## config.mk

```make
export PLATFORM = sky130hd
export DESIGN_NAME = fp_mul_arbiter
export DESIGN_NICKNAME = d
export VERILOG_FILES = /design/src/rtl/fp_mul_arbiter.sv
export SDC_FILE = /design/constraint.sdc
export NUM_CORES = 1
export LEC_CHECK = 0
export ABC_AREA = 0
export CAP_MARGIN = 20
export CELL_PAD_IN_SITES_DETAIL_PLACEMENT = 1
export CELL_PAD_IN_SITES_GLOBAL_PLACEMENT = 1
export CORE_UTILIZATION = 28
export DETAILED_ROUTE_END_ITERATION = 12
export PLACE_DENSITY = 0.83
export SYNTH_ARGS = -nofsm -noshare
export SYNTH_HDL_FRONTEND = slang
export SYNTH_SLANG_ARGS = --single-unit
```

## constraint.sdc

```tcl
create_clock -name clk -period 1.51 [get_ports clk]
set_clock_uncertainty 0.1 [all_clocks]
set_input_delay 0.302 -clock clk [delete_from_list [all_inputs] [get_ports clk]]
set_output_delay 0.302 -clock clk [all_outputs]
set_load 0.01 [all_outputs]
```

## src/rtl/fp_mul_arbiter.sv

```systemverilog
`default_nettype none
// ============================================================================
// Module   : fp_mul_arbiter
// Purpose  : Shares one fully pipelined IEEE-754 single-precision multiplier
//            between two requesters. Grants are round-robin. A tag pipeline
//            follows each accepted operation through the multiplier, so every
//            response goes back to the requester that issued it. Responses
//            come back in acceptance order. Per-requester sticky flag
//            registers accumulate the exception flags.
// Ports    : clk, rst (async, active-low)
//            req_valid[1:0] / req_ready[1:0]      - request handshake
//            req_a0, req_b0, req_a1, req_b1       - operand pairs
//            mul_a, mul_b                         - registered operands out
//            mul_result, mul_flags                - multiplier return path
//            rsp_valid[1:0], rsp_result, rsp_flags- registered response
//            sticky0, sticky1, clr_sticky         - accumulated flags
//            busy                                 - work in flight
// Revision : 1.0  initial release
// ============================================================================
module fp_mul_arbiter #(
    parameter int MUL_LAT = 2  // multiplier latency in cycles, legal 1..8
) (
    input  logic        clk,
    input  logic        rst,
    input  logic [1:0]  req_valid,
    output logic [1:0]  req_ready,
    input  logic [31:0] req_a0,
    input  logic [31:0] req_b0,
    input  logic [31:0] req_a1,
    input  logic [31:0] req_b1,
    output logic [31:0] mul_a,
    output logic [31:0] mul_b,
    input  logic [31:0] mul_result,
    input  logic [3:0]  mul_flags,
    output logic [1:0]  rsp_valid,
    output logic [31:0] rsp_result,
    output logic [3:0]  rsp_flags,
    output logic [3:0]  sticky0,
    output logic [3:0]  sticky1,
    input  logic        clr_sticky,
    output logic        busy
);

    logic               rr_ptr;
    logic               accept;
    logic               grant_id;
    logic [MUL_LAT:0]   tag_valid;
    logic [MUL_LAT:0]   tag_id;

    // Grant selection. The pointer only matters when both requesters
    // contend. Nothing is granted while reset is held, so an operation
    // cannot be accepted in the same cycle the pipeline is being flushed.
    always_comb begin
        req_ready = 2'b00;
        if (rst) begin
            if (req_valid == 2'b11) begin
                req_ready = rr_ptr ? 2'b10 : 2'b01;
            end else begin
                req_ready = req_valid;
            end
        end
    end

    assign accept   = |(req_valid & req_ready);
    assign grant_id = req_ready[1];

    // tag_valid[k] / tag_id[k] describe the operation whose operands were
    // presented to the multiplier k cycles ago. Stage MUL_LAT therefore lines
    // up with mul_result/mul_flags.
    always_ff @(posedge clk or negedge rst) begin
        if (!rst) begin
            rr_ptr    <= 1'b0;
            mul_a     <= 32'd0;
            mul_b     <= 32'd0;
            tag_valid <= '0;
            tag_id    <= '0;
        end else begin
            tag_valid <= {tag_valid[MUL_LAT-1:0], accept};
            tag_id    <= {tag_id[MUL_LAT-1:0], grant_id};
            if (accept) begin
                rr_ptr <= ~grant_id;
                mul_a  <= grant_id ? req_a1 : req_a0;
                mul_b  <= grant_id ? req_b1 : req_b0;
            end
        end
    end

    // Response stage. Result and flags are captured only for a real
    // operation, so they hold the last response between pulses.
    always_ff @(posedge clk or negedge rst) begin
        if (!rst) begin
            rsp_valid  <= 2'b00;
            rsp_result <= 32'd0;
            rsp_flags  <= 4'd0;
        end else begin
            rsp_valid <= 2'b00;
            if (tag_valid[MUL_LAT]) begin
                rsp_valid  <= tag_id[MUL_LAT] ? 2'b10 : 2'b01;
                rsp_result <= mul_result;
                rsp_flags  <= mul_flags;
            end
        end
    end

    // Sticky flags. The clear is applied before the OR-in, so flags that
    // arrive in the same cycle as a clear are kept.
    always_ff @(posedge clk or negedge rst) begin
        if (!rst) begin
            sticky0 <= 4'd0;
            sticky1 <= 4'd0;
        end else begin
            sticky0 <= (clr_sticky ? 4'd0 : sticky0) |
                       (rsp_valid[0] ? rsp_flags : 4'd0);
            sticky1 <= (clr_sticky ? 4'd0 : sticky1) |
                       (rsp_valid[1] ? rsp_flags : 4'd0);
        end
    end

    assign busy = (|tag_valid) | (|rsp_valid);

endmodule
`default_nettype wire

```

==> images/flops_by_reg.png <==
Other sequential cells in the stronger gray, the rest of the logic in the fainter gray.
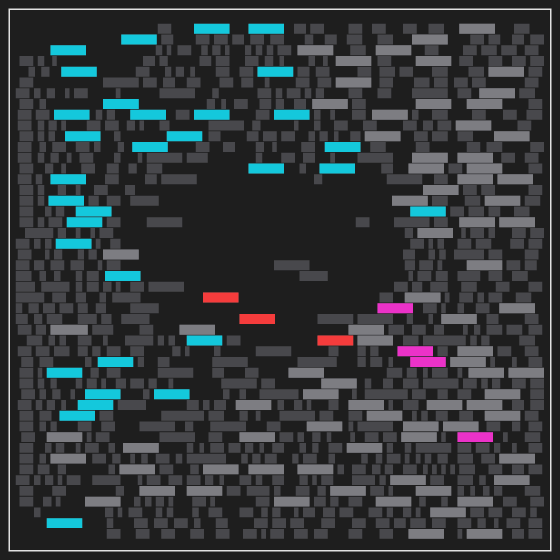
Red marks tag_id, sequential cells 3. Magenta marks rsp_flags, sequential cells 4. Cyan marks mul_a, sequential cells 32.
Another 78 sequential cells are not colored.

==> images/congestion.png <==
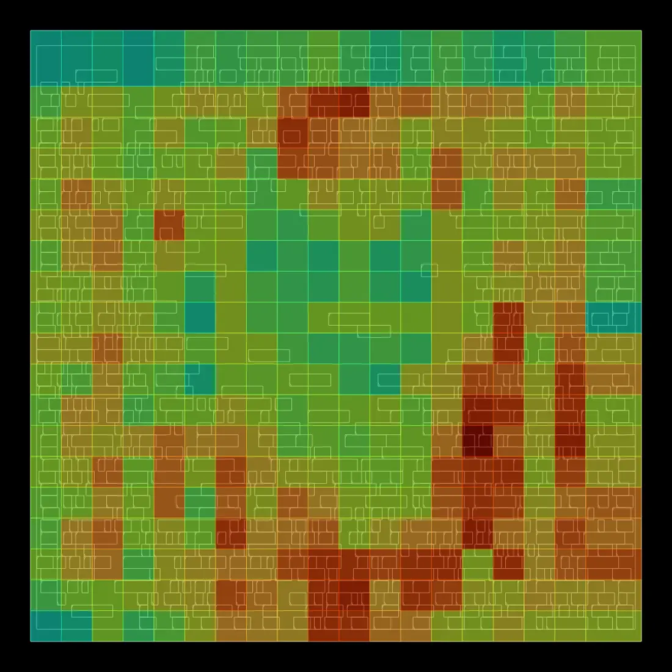
Total Routing Usage GR: 21.5%
utilization of the core after routing: 53.8%
global-route met1 utilization: 24.2%
Avg WL per Cell: 20.9 um
routing layer with the top usage in global route: met2

==> images/cell_density.png <==
The die is cut into 14 by 14 equal tiles; black is low, pale yellow is high, 0 to 100% covered.
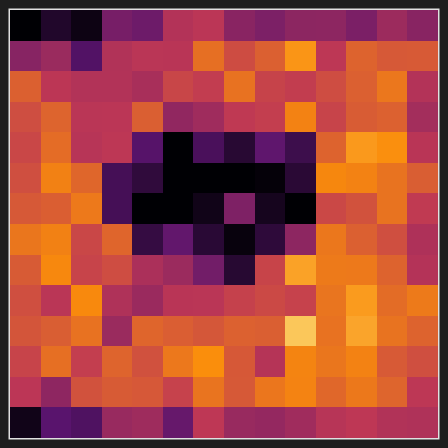
The emptiest ninth of the die: center. The mean over all tiles is 49%. 4.1% of the tiles are over 75% full. 4.6% of the tiles are nearly empty. The fullest tile reaches 88%.

==> images/placement_by_type.png <==
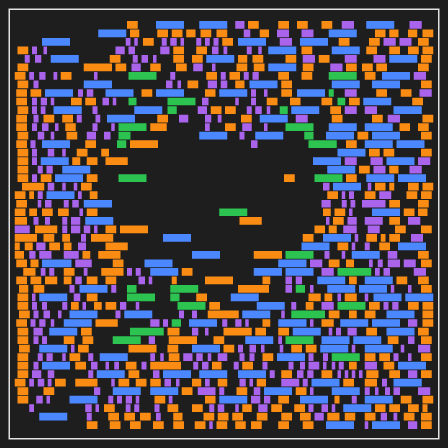
Blue marks sequential cells, cells 117, share of their area 32%. Orange marks remaining buffers and delay cells, cells 332, share of their area 39%. Purple marks combinational and other logic, cells 331, share of their area 23%. Green marks clock drivers and dummy loads, cells 32, share of their area 6.8%.

==> notes.md <==
The number of buffers created by CTS is 17, and the number of failing setup endpoints in the final timing report is 10. The reg-to-reg endpoint is mul_a[6]. Counting tap cells, the placed design contains a total of 983 instances. TritonCTS built the clock tree. The launch point of the worst hold path was rst. The tools report the global-route congestion overflow total as 0. The detailed router's first-iteration violation count is 142, and the overall via count from detail_route is 5211. The logs give 117 for the sink count of the clock tree and 0 for the post-route DRC violation count. The run gives 0.766 as the routability-driven placement congestion ratio. At the worst endpoint, the required time is 1.11 ns. STA classifies the critical path startpoint as a register.

Yosys stat counts 494 cells in the synthesized netlist. In this run the VDD rail shows a maximum IR drop of 0.728 mV. The flip-flop and latch count after synthesis is 117, and the ratio of final minimum period to clock period is 109%. The peak fanout along the critical path was 2. The stage logs contain a warning count of 28. In this run the layout overhead on the synthesized area is reported as 85.1%. The actual slew at the worst max-slew pin came out at 0.708 ns. With the post-synthesis average cell area at 10.3 sq um, the first-pass GRT wire length is 30.1 mm. The combined area of all synthesized cells came out at 5080 sq um. The worst setup path is captured at an output port.

In the layout the commonest cells are clkdlybuf4s50_1 (165), dfrtp_1 (116), clkdlybuf4s15_1 (86). With the worst-case hold slack at 0.160 ns, the initial standard-cell utilization of the core is 29.1%. The flow ran to the end, but the final reports show violations. Dividing the detail-routed via count by the number of cells gives 5.03. In the post-route report, total wirelength is listed as 21.7 mm.

The worst hold-check path type is in -> reg. The tools report the standard cell core area as 17500 sq um. The overall die width was 137 um; the final worst slack was -0.142 ns. The run gives 0 as the yosys synthesis warning count. The run gives 48 for the number of placement rows. The number of antenna cells inserted is 0. The smallest clock period supported by the final layout is computed as 1.65 ns. In the per-layer summary, the met1 wirelength comes to 8.73 mm. Counting along the longest clock path gives a buffer depth of 2.

Signal routing reaches up to met4. Clock latency on the worst-skew pair, taken at its later pin, is 0.41 ns. The critical path ends at busy. The net count after synthesis is 663, and the number of cells produced by synthesis is 494. The tools report the total length of routed met2 wires as 10.8 mm.

Detailed-routing iteration count for the pre-antenna-repair pass: 4. For the tally of non-filler cells in the final layout, the log shows 1037. With the distinct cell type count after synthesis at 21, the initial antenna violation count is 0. Setup repair after global routing could not meet its margin everywhere.

Entering global routing, the biggest net connects 80 pins. In the final design database the tool counted 968 nets. Worst slew margin relative to its limit: 52.7%.

The critical path starts at tag_valid[2]. The library cell used as clock root buffer was clkbuf_16. The signal on the critical path passes through nor3_2 -> nand2_1 -> buf_6. With the fraction of layout instances using a drive strength above 1 at 21.1%, the number of port buffers is 281. The final reports fail on setup timing.

For flop-to-flop paths, the worst setup slack is -0.04 ns. The area recorded from the Yosys report for this design is 5080 sq um. The floorplan report gives the top-level pin count as 282. At the worst endpoint, the arrival time is 1.25 ns. With the routed wire length on met3 at 1.71 mm, the clock slew seen by the registers of the worst setup and hold paths is 0.06 ns. On the critical path, the stage with the largest delay is an instance of dfrtp_1. Per Yosys stat, the portion of area used by sequential elements is 57.7%.

Counting pins that exceed their max-slew limit in the final report gives 0. The remaining antenna violation count was 0. The critical path is of the reg -> out type. The number of global-route vias before repair was 5478.

The highest cell delay on the worst timing path was 0.39 ns. The tally of max-capacitance violations came out at 0. The die is 137 um tall. The run gives 3.80 nW as the leakage component of the power.
## worst max-delay path: cells and delay by family (launching register included)
kind / cells / cell delay (ns)
buffers and inverters: 1 / 0.14
and+or+nand+nor: 2 / 0.30
DFF: 1 / 0.39
## area by class of cell
| type | instances | area [sq um] |
|---|---|---|
| Inverter | 8 | 30.0 |
| Multi-Input combinational cell | 323 | 2030 |
| Fill cell | 1874 | 8080 |
| Sequential cell | 117 | 2930 |
| Clock buffer | 17 | 425 |
| Timing Repair Buffer | 332 | 3510 |
| Clock inverter | 15 | 190 |
| Tap cell | 225 | 282 |
## layer usage
| metal | track usage (%) | up-vias |
|---|---|---|
| met5 | 0 | - |
| met4 | 7.96 | 0 |
| met3 | 7.48 | 26 |
| met2 | 37.4 | 215 |
| met1 | 24.2 | 2576 |
| li1 | - | 2394 |
## metrics by stage
stage                     TNS [ns]  cell area, sq um  worst slack [ns]  power, W  utilization (%)
after floorplan                  0              5080             0.162   0.00478                -
after global placement      -23.88              8250            -0.483   0.00636             47.2
after detailed placement    -25.69              8250            -0.496   0.00647             47.2
after CTS                   -0.614              8920            -0.185    0.0106             51.0
after global routing         -1.91              9400            -0.201    0.0113             53.8
final                       -0.441              9400            -0.142    0.0109             53.8
## power breakdown
group | internal, W | leakage, nW | switching [W] | total, W
sequential | 0.00355 | 1.36 | 0.000240 | 0.00379
combinational | 0.00152 | 2.15 | 0.00130 | 0.00282
clock | 0.00264 | 0.294 | 0.00164 | 0.00428
total | 0.00771 | 3.80 | 0.00318 | 0.0109
## synth_stat cells (all sizes together)
library cell	instances	share of area [%]
nor2	66	4.9
inv	8	0.59
mux2	36	8.0
buf	38	4.9
nor3	1	0.098
nand2	12	0.89
nand3	64	6.3
clkbuf	8	0.67
o21a	1	0.15
and2	2	0.25
a21oi	1	0.098
dfrtp	117	58
nand2b	1	0.12
a31oi	64	7.9
nor2b	2	0.30
o21ai	73	7.2
## state kept, by name (all words and copies together), names as in the netlist
name        count
mul_a          32
mul_b          32
rr_ptr          1
rsp_flags       4
rsp_result     32
rsp_valid       2
sticky0         4
sticky1         4
tag_id          3
tag_valid       3
## how the worst min path moves through the flow
stage,slack (ns),to,cells after the start
floorplan,-0.09,mul_a[0],0
global placement,0.24,mul_a[30],2
detailed placement,0.24,mul_a[27],2
CTS,0.14,rr_ptr,3
global route,0.16,rr_ptr,3
finish,0.16,rr_ptr,3
## cells by family (layout without fill, tap and decap cells)
kind of cell | count (synthesis) | after routing | synth area share, %
and+or+nand+nor | 148 | 148 | 12.8
AOI/OAI and AO/OA | 139 | 139 | 15.3
DFF | 117 | 117 | 57.7
buffers and inverters | 54 | 372 | 6.19
muxes | 36 | 36 | 7.98
## what timing repair did
item,CTS,global route
setup endpoints to repair,116,206
pin swaps,3,43
hold endpoints to repair,38,0
hold buffers,2,0
setup buffers,4,4
gates resized,195,106
gates cloned,2,10
Power figures rest on the tool's default switching activity, not on a simulated workload.
